File: config.mk
export PLATFORM = sky130hd
export DESIGN_NAME = ccr_branch_eval_flat
export DESIGN_NICKNAME = d
export VERILOG_FILES = /design/src/rtl/ccr_pkg.sv /design/src/rtl/ccr_branch_eval_if.sv /design/src/rtl/ccr_cond_decode.sv /design/src/rtl/ccr_branch_eval.sv /design/src/flat_wrapper.sv
export SDC_FILE = /design/constraint.sdc
export NUM_CORES = 1
export LEC_CHECK = 0
export CORE_MARGIN = 4
export CORE_UTILIZATION = 50
export DETAILED_ROUTE_END_ITERATION = 10
export PLACE_DENSITY_LB_ADDON = 0.05
export REMOVE_ABC_BUFFERS = 1
export SETUP_SLACK_MARGIN = 0.1
export SLEW_MARGIN = 40
export SYNTH_ARGS = -nofsm -noshare
export SYNTH_HDL_FRONTEND = slang
export SYNTH_SLANG_ARGS = --single-unit
File: constraint.sdc
create_clock -name clk -period 3.9 [get_ports clk]
set_input_delay 0.78 -clock clk [delete_from_list [all_inputs] [get_ports clk]]
set_output_delay 0.78 -clock clk [all_outputs]
set_load 0.02 [all_outputs]
File: src/rtl/ccr_pkg.sv
// ccr_pkg: CCR flag masks, condition-code values and FSM
// state encoding shared by the ALU side and branch evaluation.
package ccr_pkg;

  localparam logic [3:0] CCR_C = 4'b1000;
  localparam logic [3:0] CCR_V = 4'b0100;
  localparam logic [3:0] CCR_N = 4'b0010;
  localparam logic [3:0] CCR_Z = 4'b0001;

  localparam logic [3:0] COND_EQ = 4'd0;
  localparam logic [3:0] COND_NE = 4'd1;
  localparam logic [3:0] COND_CS = 4'd2;
  localparam logic [3:0] COND_CC = 4'd3;
  localparam logic [3:0] COND_MI = 4'd4;
  localparam logic [3:0] COND_PL = 4'd5;
  localparam logic [3:0] COND_VS = 4'd6;
  localparam logic [3:0] COND_VC = 4'd7;
  localparam logic [3:0] COND_HI = 4'd8;
  localparam logic [3:0] COND_LS = 4'd9;
  localparam logic [3:0] COND_GE = 4'd10;
  localparam logic [3:0] COND_LT = 4'd11;
  localparam logic [3:0] COND_GT = 4'd12;
  localparam logic [3:0] COND_LE = 4'd13;
  localparam logic [3:0] COND_AL = 4'd14;
  localparam logic [3:0] COND_NV = 4'd15;

  typedef enum logic [1:0] {
    ST_IDLE = 2'd0,
    ST_EVAL = 2'd1,
    ST_RESP = 2'd2
  } state_t;

endpackage

File: src/rtl/ccr_branch_eval_if.sv
// ccr_branch_eval_if: request and response handshakes
// between the sequencer (master) and branch evaluator (slave).
interface ccr_branch_eval_if #(
  parameter int PC_W  = 8,
  parameter int OFF_W = 4
);
  logic             req_valid;
  logic             req_ready;
  logic [3:0]       cond;
  logic [PC_W-1:0]  pc;
  logic [OFF_W-1:0] offset;
  logic             rsp_valid;
  logic             rsp_ready;
  logic             taken;
  logic [PC_W-1:0]  target;

  modport master (
    output req_valid, cond, pc, offset,
    output rsp_ready,
    input  req_ready, rsp_valid,
    input  taken, target
  );

  modport slave (
    input  req_valid, cond, pc, offset,
    input  rsp_ready,
    output req_ready, rsp_valid,
    output taken, target
  );
endinterface

File: src/rtl/ccr_cond_decode.sv
// ccr_cond_decode: evaluates one of 16 condition codes
// against a CVNZ flag vector.
module ccr_cond_decode
  import ccr_pkg::*;
(
  input  logic [3:0] i_cond,
  input  logic [3:0] i_ccr,
  output logic       o_taken
);

  logic w_c, w_v, w_n, w_z;

  assign w_c = |(i_ccr & CCR_C);
  assign w_v = |(i_ccr & CCR_V);
  assign w_n = |(i_ccr & CCR_N);
  assign w_z = |(i_ccr & CCR_Z);

  always_comb begin
    o_taken = 1'b0;
    unique case (i_cond)
      COND_EQ: o_taken = w_z;
      COND_NE: o_taken = !w_z;
      COND_CS: o_taken = w_c;
      COND_CC: o_taken = !w_c;
      COND_MI: o_taken = w_n;
      COND_PL: o_taken = !w_n;
      COND_VS: o_taken = w_v;
      COND_VC: o_taken = !w_v;
      COND_HI: o_taken = w_c && !w_z;
      COND_LS: o_taken = !w_c || w_z;
      COND_GE: o_taken = (w_n == w_v);
      COND_LT: o_taken = (w_n != w_v);
      COND_GT: o_taken = !w_z && (w_n == w_v);
      COND_LE: o_taken = w_z || (w_n != w_v);
      COND_AL: o_taken = 1'b1;
      COND_NV: o_taken = 1'b0;
      default: o_taken = 1'b0;
    endcase
  end

endmodule

File: src/rtl/ccr_branch_eval.sv
// ccr_branch_eval: holds the CCR and resolves branch
// requests into taken/next-PC over valid/ready handshakes.
module ccr_branch_eval
  import ccr_pkg::*;
#(
  parameter int PC_W   = 8,
  parameter int OFF_W  = 4,
  parameter int PC_INC = 1
) (
  input  logic       clk,
  input  logic       rst_n,
  input  logic       ccr_we,
  input  logic [3:0] ccr_in,
  output logic [3:0] ccr_q,
  ccr_branch_eval_if.slave bus
);

  state_t r_state;
  state_t w_next;

  logic [3:0]       r_ccr;
  logic [3:0]       r_snap;
  logic [3:0]       r_cond;
  logic [PC_W-1:0]  r_pc;
  logic [OFF_W-1:0] r_off;
  logic             r_taken;
  logic [PC_W-1:0]  r_target;

  logic             w_accept;
  logic             w_taken;
  logic [PC_W-1:0]  w_sext;

  assign w_accept = bus.req_valid && (r_state == ST_IDLE);
  assign w_sext   = PC_W'($signed(r_off));

  assign ccr_q         = r_ccr;
  assign bus.req_ready = (r_state == ST_IDLE);
  assign bus.rsp_valid = (r_state == ST_RESP);
  assign bus.taken     = r_taken;
  assign bus.target    = r_target;

  ccr_cond_decode u_dec (
    .i_cond  (r_cond),
    .i_ccr   (r_snap),
    .o_taken (w_taken)
  );

  always_ff @(posedge clk or negedge rst_n) begin
    if (!rst_n) r_state <= ST_IDLE;
    else        r_state <= w_next;
  end

  always_comb begin
    w_next = r_state;
    unique case (r_state)
      ST_IDLE: if (bus.req_valid) w_next = ST_EVAL;
      ST_EVAL: w_next = ST_RESP;
      ST_RESP: if (bus.rsp_ready) w_next = ST_IDLE;
      default: w_next = ST_IDLE;
    endcase
  end

  always_ff @(posedge clk or negedge rst_n) begin
    if (!rst_n) r_ccr <= 4'b0000;
    else if (ccr_we) r_ccr <= ccr_in;
  end

  // Snapshot forwards a same-edge ALU write so the branch
  // sees the flags of the instruction just before it.
  always_ff @(posedge clk or negedge rst_n) begin
    if (!rst_n) begin
      r_snap <= 4'b0000;
      r_cond <= 4'b0000;
      r_pc   <= '0;
      r_off  <= '0;
    end else if (w_accept) begin
      r_snap <= ccr_we ? ccr_in : r_ccr;
      r_cond <= bus.cond;
      r_pc   <= bus.pc;
      r_off  <= bus.offset;
    end
  end

  always_ff @(posedge clk or negedge rst_n) begin
    if (!rst_n) begin
      r_taken  <= 1'b0;
      r_target <= '0;
    end else if (r_state == ST_EVAL) begin
      r_taken  <= w_taken;
      r_target <= w_taken ? (r_pc + w_sext)
                          : (r_pc + PC_W'(PC_INC));
    end
  end

endmodule
File: src/flat_wrapper.sv
// flat-port wrapper written by rule: the top's interface ports become plain ports
module ccr_branch_eval_flat import ccr_pkg::*;
#(
  parameter int PC_W   = 8,
  parameter int OFF_W  = 4,
  parameter int PC_INC = 1
)
  (clk, rst_n, ccr_we, ccr_in, ccr_q, bus_req_valid, bus_cond, bus_pc, bus_offset, bus_rsp_ready, bus_req_ready, bus_rsp_valid, bus_taken, bus_target);
  ccr_branch_eval_if #(.PC_W(PC_W), .OFF_W(OFF_W)) bus_i ();
  input  logic clk;
  input  logic rst_n;
  input  logic ccr_we;
  input  logic [3:0] ccr_in;
  output logic [3:0] ccr_q;
  input wire logic [$bits(bus_i.req_valid)-1:0] bus_req_valid;
  input wire logic [$bits(bus_i.cond)-1:0] bus_cond;
  input wire logic [$bits(bus_i.pc)-1:0] bus_pc;
  input wire logic [$bits(bus_i.offset)-1:0] bus_offset;
  input wire logic [$bits(bus_i.rsp_ready)-1:0] bus_rsp_ready;
  output wire logic [$bits(bus_i.req_ready)-1:0] bus_req_ready;
  output wire logic [$bits(bus_i.rsp_valid)-1:0] bus_rsp_valid;
  output wire logic [$bits(bus_i.taken)-1:0] bus_taken;
  output wire logic [$bits(bus_i.target)-1:0] bus_target;
  assign bus_i.req_valid = bus_req_valid;
  assign bus_i.cond = bus_cond;
  assign bus_i.pc = bus_pc;
  assign bus_i.offset = bus_offset;
  assign bus_i.rsp_ready = bus_rsp_ready;
  assign bus_req_ready = bus_i.req_ready;
  assign bus_rsp_valid = bus_i.rsp_valid;
  assign bus_taken = bus_i.taken;
  assign bus_target = bus_i.target;
  ccr_branch_eval #(.PC_W(PC_W), .OFF_W(OFF_W), .PC_INC(PC_INC)) u_core (.clk(clk), .rst_n(rst_n), .ccr_we(ccr_we), .ccr_in(ccr_in), .ccr_q(ccr_q), .bus(bus_i));
endmodule
==> impl_metrics.json, run 1 <==
{
  "status": "finished, final reports clean",
  "fillers": 268,
  "area_leaders": "dfrtp_1, mux2_2, ha_1",
  "boundaryPins": 40,
  "maxSlewHeadroom_pct": 60.7,
  "cts_tree": "yes",
  "yosysWarnings": 0,
  "combGateArea_um2": 923,
  "arrival_ns": 3.62,
  "clockPowerShare_pct": 13.8,
  "postCtsResizedCells": 0,
  "rsz0062_at_grt": "false",
  "seqPwrFrac_pct": 29.7,
  "synth-edff-count": 0,
  "dpl-instance-area_um2": 2280,
  "cts.clk_slew.worst_paths_ns": 0.07,
  "p_sw_mw": 0.933,
  "max-cap-violations": 0,
  "switching_share_pct": 40.0,
  "async_reset_ff_share_pct": 100,
  "ant_nets": 0,
  "ys_cells": 162,
  "clk_latency_ns": 0.29,
  "fp_util_pct": 53.8,
  "final_hold_viol_count": 0,
  "irDropWorstVdd_uv": 492,
  "tightest_slew_ns": 0.589,
  "synth_area_per_cell_um2": 11.5,
  "yosys.area.top_type": "dfrtp_1",
  "pre_cts_ws_ns": 0.505,
  "synth.top_cell.area_share_pct": 47.0,
  "p_int_mw": 1.40,
  "place_congestion": 0.779,
  "die_h_um": 69.1,
  "cts_hold_buf": 0,
  "endpoint_kind": "register",
  "top_cell": "dfrtp_1",
  "root_buffer": "clkbuf_8",
  "worst_hold_path_type": "reg2reg",
  "h-tree-depth": 2,
  "place_hpwl_mm": 2.58,
  "cp_max_fo": 12,
  "grt_max_degree": 36,
  "warnings": 25,
  "ys_ff": 35,
  "via_per_inst": 5.35,
  "die_w_um": 69.1,
  "r2r_start": "u_core.r_cond[0]",
  "fin_crit_ns": 3.39,
  "crit_required_ns": 4.12,
  "clockBufferDepth": 2,
  "yosys-top-cells-count": "dfrtp_1, mux2_2, nand2_1",
  "final_max_slew_viol_count": 0,
  "diodes": 0,
  "combPwrFrac_pct": 56.5,
  "startpoint_type": "register",
  "dr.pass1.iters": 4,
  "clock-sinks": 35,
  "die_area_um2": 4770,
  "power.density_nw_per_um2": 972,
  "synth.cell_area_um2": 1860
}
[run 1: power by group through the flow]
stage / Sequential (mW) / Combinational [mW] / Clock, mW
detailed placement: 0.700 / 1.31 / 0
finish: 0.693 / 1.32 / 0.321
floorplan: 0.715 / 0.931 / 0
global route: 0.722 / 1.49 / 0.344
global placement: 0.685 / 1.28 / 0
CTS: 0.693 / 1.33 / 0.327
[run 1: final cells by class]
| class | instances | area share [%] |
|---|---|---|
| Clock inverter | 3 | 1.83 |
| Clock buffer | 5 | 2.87 |
| Timing Repair Buffer | 41 | 16.9 |
| Multi-Input combinational cell | 113 | 38.5 |
| Sequential cell | 35 | 36.5 |
| Tap cell | 46 | 2.40 |
| Inverter | 6 | 0.939 |
[run 1: critical path, stage by stage (launching register included)]
cell and delay (ns):
dfrtp_1 0.55, and4bb_2 0.27, a311o_1 0.33, o21a_1 0.20
o21ai_2 0.15, nand2_2 0.10, and2_1 0.23, ha_1 0.34
a21o_1 0.19, nand2_1 0.07, nand3_1 0.13, and3b_1 0.23
a2111oi_0 0.38, nand3b_1 0.16
[run 1: worst paths after layout]
kind / endpoint / slack, ns / cells after the start
min reg2reg: u_core.bus.target[4] / 0.49 / 2
min: u_core.bus.target[4] / 0.49 / 2
max reg2reg: u_core.bus.target[7] / 0.51 / 13
max in group asynchronous: u_core.r_pc[2] / 2.69 / 2
max: u_core.bus.target[7] / 0.51 / 13
min in group asynchronous: u_core.r_cond[3] / 0.90 / 2
[run 1: through the flow]
stage                     std cells  power (mW)  hold WS (ns)
final                           249        2.33         0.488
after global routing            249        2.56         0.517
after CTS                       249        2.35         0.490
after detailed placement        241        2.01         0.474
after global placement          241        1.97         0.461
after floorplan                 154        1.65         0.472
[run 1: sequential cells by signal, summed over array words and instances, names as in the netlist]
register / cells
u_core.bus.taken: 1
u_core.bus.target: 8
u_core.ccr_q: 4
u_core.r_cond: 4
u_core.r_off: 4
u_core.r_pc: 8
u_core.r_snap: 4
u_core.r_state: 2
[run 1: routing by layer]
metal	track usage (%)	wire (um)	up-vias
li1	-	-	655
met1	21.1	1660	618
met2	24.3	1520	50
met3	4.65	261	9
met4	6.51	68	0
met5	0	0	-
[run 1: cells by family after synthesis]
family / after synthesis / share of synthesized area (%)
AND/OR/NAND/NOR: 42 / 12.6
buffers and inverters: 14 / 3.56
multiplexers: 26 / 15.9
AND-OR/OR-AND: 29 / 10.7
flip-flops: 35 / 47.0
XOR/XNOR: 8 / 4.56
adder cells (fa/ha/maj): 8 / 5.77
[run 1: layout by cell type (no fill, tap or decap), types with 3 or more instances in the layout]
cell,n
nand2_1,12
a21oi_1,5
mux2_2,24
xor2_1,5
and2_1,3
nor2_1,7
o21ai_0,8
nand2b_1,4
inv_1,6
dfrtp_1,35
clkdlybuf4s50_1,39
clkbuf_8,5
ha_1,7
a21o_1,3
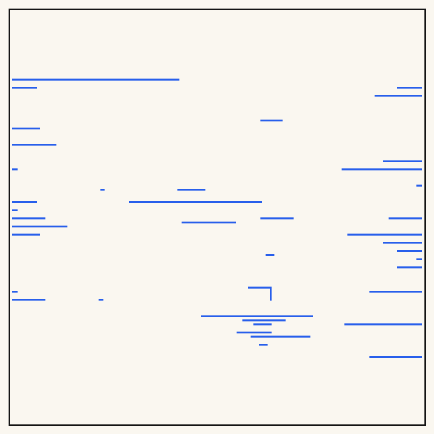
(run_1/m3.png)
Drawn at 6 px/um.
nets with wire on the layer: 35
main direction: horizontal
wire length on this layer: 262 um
share of all routed wire: 7.5%
WL final: 3.50 mm
met3 usage: 4.65%
vias: 1332

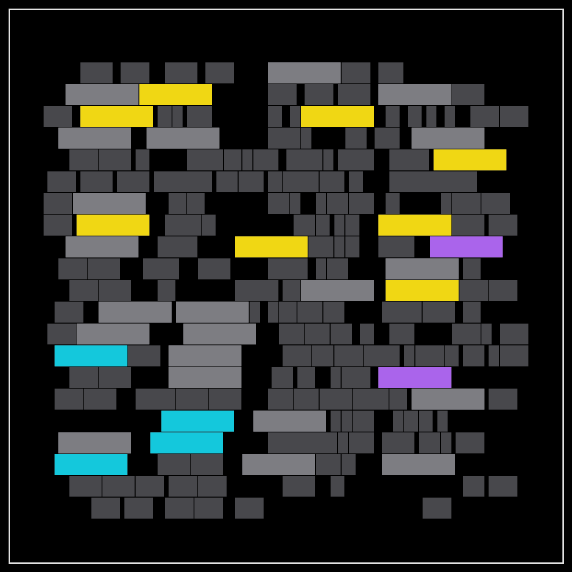
(run_1/ff_map.png)
Drawn at 8 px/um. Other sequential cells in the stronger gray, the rest of the logic in the fainter gray.
legend:
  yellow:
    netlist_name: u_core.r_pc
    placed_flops: 8
  purple:
    netlist_name: u_core.r_state
    placed_flops: 2
  cyan:
    netlist_name: u_core.ccr_q
    placed_flops: 4
    where: lower left
not colored: 21
FF+latch area: 876 um2
P_seq: 0.693 mW
sequential share of cell area: 36.5%
fin util: 69.1%

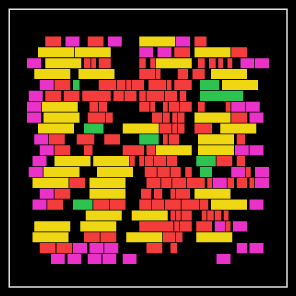
(run_1/class_map.png)
Drawn at 4 px/um.
legend:
  magenta:
    class: remaining buffers and delay cells
    cells: 41
  yellow:
    class: sequential cells
    cells: 35
  green:
    class: clock drivers and dummy loads
    cells: 8
  red:
    class: remaining logic cells
    cells: 119
final instance area: 2400 um2
row count: 21
core footprint: 3470 um2

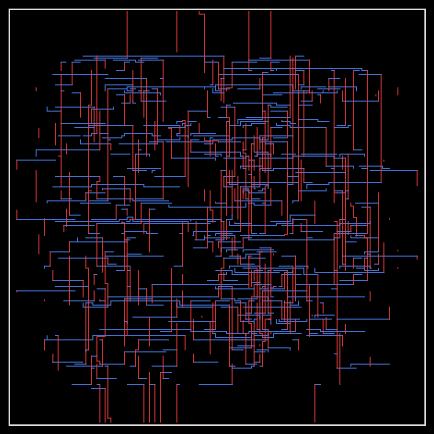
(run_1/layers.png)
Drawn at 6 px/um. Two of the layers only.
legend:
  blue:
    layer: M1
    wire_length: 1660 um
  red:
    layer: M2
    wire_length: 1520 um
GRT Total Usage: 15.9%
drt wl/cell: 14.1 um

## Run 2: what changed since run 1
--- a/config.mk
+++ b/config.mk
@@ -5,8 +5,7 @@
 export SDC_FILE = /design/constraint.sdc
 export NUM_CORES = 1
 export LEC_CHECK = 0
-export CORE_MARGIN = 4
-export CORE_UTILIZATION = 50
+export CORE_UTILIZATION = 54
 export DETAILED_ROUTE_END_ITERATION = 10
 export PLACE_DENSITY_LB_ADDON = 0.05
 export REMOVE_ABC_BUFFERS = 1
==> constraint.sdc (replaced) <==
create_clock -name clk -period 3.95 [get_ports clk]
set_input_delay 0.79 -clock clk [delete_from_list [all_inputs] [get_ports clk]]
set_output_delay 0.79 -clock clk [all_outputs]
set_load 0.02 [all_outputs]
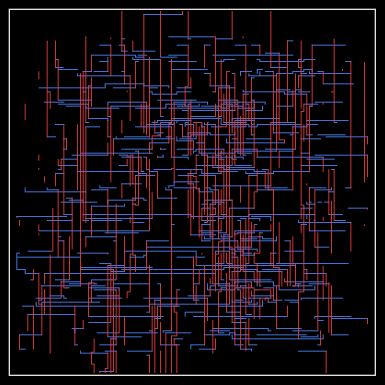
(run_2/layers.png)
Drawn at 6 px/um. Two of the layers only.
legend:
  blue:
    layer: M1
    wire_length: 1660 um
  red:
    layer: M2
    wire_length: 1770 um

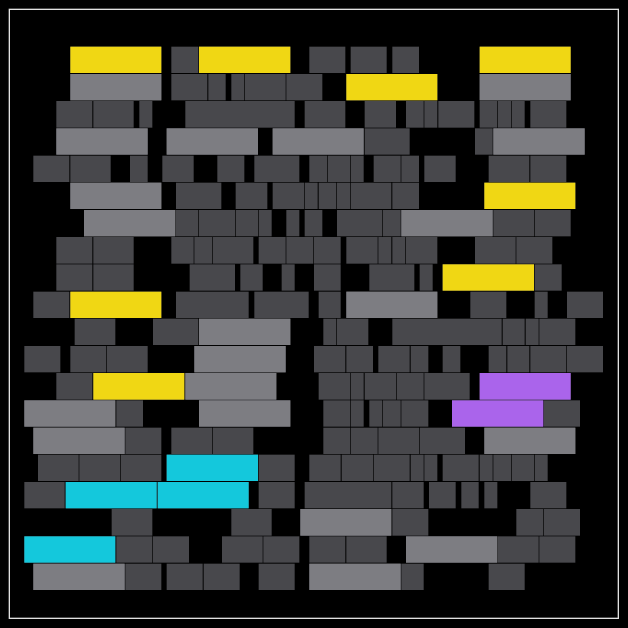
(run_2/ff_map.png)
Drawn at 10 px/um. Other sequential cells in the stronger gray, the rest of the logic in the fainter gray.
legend:
  cyan:
    netlist_name: u_core.ccr_q
    placed_flops: 4
    where: lower left
  yellow:
    netlist_name: u_core.r_pc
    placed_flops: 8
  purple:
    netlist_name: u_core.r_state
    placed_flops: 2
fin util: 75.5%
P_seq: 0.690 mW
sequential share of cell area: 36.8%

==> run 2 against run 1 <==
Effect of this change: non-clock buffer count is 1 lower; sequential power hardly changed; sequential share of layout area grew 0.27 points; global-route usage up 7.2 points; total power fell by 0.15%; critical path depth unchanged; utilization up 6.4 points; maximum frequency rose by 0.48%; critical path type unchanged.
==> impl_metrics.json, run 2 <==
{
  "status": "finished, final reports clean",
  "worst_path_largest_cell_delay_ns": 0.56,
  "via_per_inst": 5.43,
  "grt_usage_pct": 23.1,
  "dr.pass1.iters": 4,
  "die_w_um": 60.8,
  "postCtsSetupRepairBufs": 0,
  "netlist-cell-type-count": 44,
  "synth.top_cell.area_share_pct": 47.0,
  "p_sw_mw": 0.941,
  "ant_nets": 0,
  "drc": 0,
  "area_leaders": "dfrtp_1, mux2_2, ha_1",
  "final_hold_viol_count": 0,
  "place_hpwl_mm": 2.68,
  "die_h_um": 60.8,
  "yosysWarnings": 0,
  "async_reset_ff_share_pct": 100,
  "wl_mm": 3.68,
  "fin_crit_ns": 3.38,
  "cp_max_fo": 12,
  "fp_util_pct": 59.1,
  "boundaryPins": 40,
  "drt_iter0_markers": 32,
  "fin_area_um2": 2380,
  "critPathKind": "reg2reg",
  "use_met2_pct": 38.5,
  "p_leak_nw": 1.04,
  "portBuffers": 39,
  "worst_hold_path_type": "reg2reg",
  "final_cell_mix": "clkdlybuf4s50_1, dfrtp_1, mux2_2",
  "layout_top_cell": "clkdlybuf4s50_1",
  "combPwrFrac_pct": 56.7,
  "final_max_slew_viol_count": 0,
  "grt_max_degree": 36,
  "tightest_slew_ns": 0.626,
  "grt-ovfl-total": 0,
  "ys_cells": 162,
  "ys_seq_share_pct": 47.0,
  "ys_ff": 35,
  "power.density_nw_per_um2": 978,
  "place_congestion": 0.904,
  "synth-edff-count": 0,
  "seqPwrFrac_pct": 29.6,
  "endpoint_kind": "register",
  "grt_pass1_vias": 1353,
  "cts_tree": "yes",
  "arrival_ns": 3.65,
  "fmax_mhz": 296,
  "finalSetupTns_ns": 0,
  "grt_first_pass_wirelength_mm": 6.10,
  "slowest_stage": "dfrtp_1",
  "dpl-instance-area_um2": 2270,
  "clk_latency_ns": 0.34,
  "synth.cell_area_um2": 1860,
  "top_cell": "dfrtp_1",
  "clockPowerShare_pct": 13.7,
  "fin_crit_sh_pct": 85.5,
  "yosys.area.top_type": "dfrtp_1",
  "drive_above_1_share_pct": 19.3,
  "cp.buffers_inverters": 0,
  "via_count": 1335,
  "yosysChipArea_um2": 1860,
  "p_int_mw": 1.39,
  "core_area_um2": 3150,
  "crit_required_ns": 4.22,
  "warnings": 25,
  "antenna_found_initial": 0,
  "routedWlPerCell_um": 15.0,
  "area_growth_syn_to_layout_pct": 27.7,
  "yosys-top-cells-count": "dfrtp_1, mux2_2, nand2_1",
  "setup_viol": 0,
  "gr-usage-met3_pct": 6.18,
  "nets": 234,
  "max-cap-violations": 0,
  "path_delay_family": "AND-OR/OR-AND gates",
  "synth_area_per_cell_um2": 11.5,
  "die_area_um2": 3690,
  "syn_inst": 162,
  "cts_hold_buf": 0,
  "irDropWorstVdd_uv": 475,
  "startpoint_type": "register",
  "fillers": 232,
  "cp_cell_sequence": "and4bb_2 > a311o_1 > o21a_1 > o21ai_2 > nand2_2 > and2_1 > ha_1 > a21o_1 > nand2_1 > nand3_1 > and3b_1 > a2111oi_0 > nand3b_1",
  "maxSlewHeadroom_pct": 58.3,
  "finClkSkew_ns": 0.0128,
  "diodes": 0,
  "clock-sinks": 35,
  "flop_cell": "dfrtp_1",
  "rsz0062_at_grt": "false",
  "cts.clk_slew.worst_paths_ns": 0.11,
  "h-tree-depth": 2,
  "switching_share_pct": 40.5,
  "root_buffer": "clkbuf_4",
  "cts_made_buffers": 5,
  "postCtsResizedCells": 0,
  "grt_use_met1_pct": 29.4,
  "grt_busiest_layer": "met2",
  "clockBufferDepth": 2
}
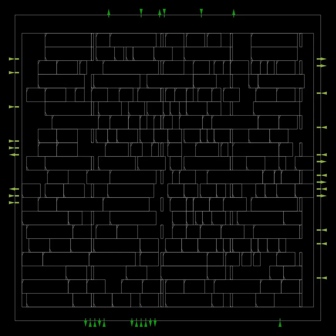
(run_2/placed.png)
final non-filler cell total: 246
tap cells: 44
row count: 20

-- run 2: worst min-delay path: cells and delay by family (launching register included) --
kind,cells,cell delay (ns)
and+or+nand+nor,1,0.05
DFF,1,0.36
AOI/OAI and AO/OA,1,0.06
-- run 2: through the flow --
step	util [%]	worst slack, ns	power (mW)	instances	hold WS [ns]
6_report	75.5	0.573	2.33	246	0.496
5_1_grt	75.5	0.343	2.51	246	0.527
4_1_cts	75.5	0.613	2.34	246	0.501
3_5_place_dp	72.1	0.635	2.01	238	0.471
3_3_place_gp	72.1	0.692	1.94	238	0.465
2_1_floorplan	-	0.921	1.62	154	0.472
-- run 2: power by group through the flow --
stage | combinational, mW | clock [mW] | sequential [mW]
after floorplan | 0.919 | 0 | 0.706
after global placement | 1.27 | 0 | 0.675
after detailed placement | 1.31 | 0 | 0.695
after CTS | 1.32 | 0.326 | 0.688
after global routing | 1.46 | 0.346 | 0.712
final | 1.32 | 0.318 | 0.690
-- run 2: per-layer routing --
metal	up-vias	share of wire, %
li1	648	-
met4	0	1.3
met3	5	5.4
met5	-	0
met1	641	45
met2	41	48
-- run 2: cell families (layout without fill, tap and decap cells) --
logic type | count (synthesis) | after routing | share of synthesized area [%]
AND-OR/OR-AND | 29 | 29 | 10.7
XOR/XNOR | 8 | 8 | 4.56
adder cells (fa/ha/maj) | 8 | 8 | 5.77
buffers and inverters | 14 | 54 | 3.56
flip-flops | 35 | 35 | 47.0
multiplexers | 26 | 26 | 15.9
AND/OR/NAND/NOR | 42 | 42 | 12.6
-- run 2: area by class of cell --
type                    count  area (um2)  area share [%]
multi-input cells         113         923            38.8
flip-flops and latches     35         876            36.8
repair buffers             40         398            16.7
clock inverters             3        67.6            2.84
well taps                  44        55.1            2.31
clock buffers               5        37.5            1.58
inverters                   6        22.5           0.946
-- run 2: path summary, 6_finish.rpt --
path	start	end	slack, ns	depth (start not counted)
max reg2reg	u_core.r_cond[0]	u_core.bus.target[7]	0.57	13
max in group asynchronous	rst_n	u_core.r_pc[3]	2.77	2
max	u_core.r_cond[0]	u_core.bus.target[7]	0.57	13
min	u_core.bus.target[6]	u_core.bus.target[6]	0.50	2
min in group asynchronous	rst_n	u_core.r_cond[2]	0.85	2
min reg2reg	u_core.bus.target[6]	u_core.bus.target[6]	0.50	2
Power figures rest on the tool's default switching activity, not on a simulated workload.
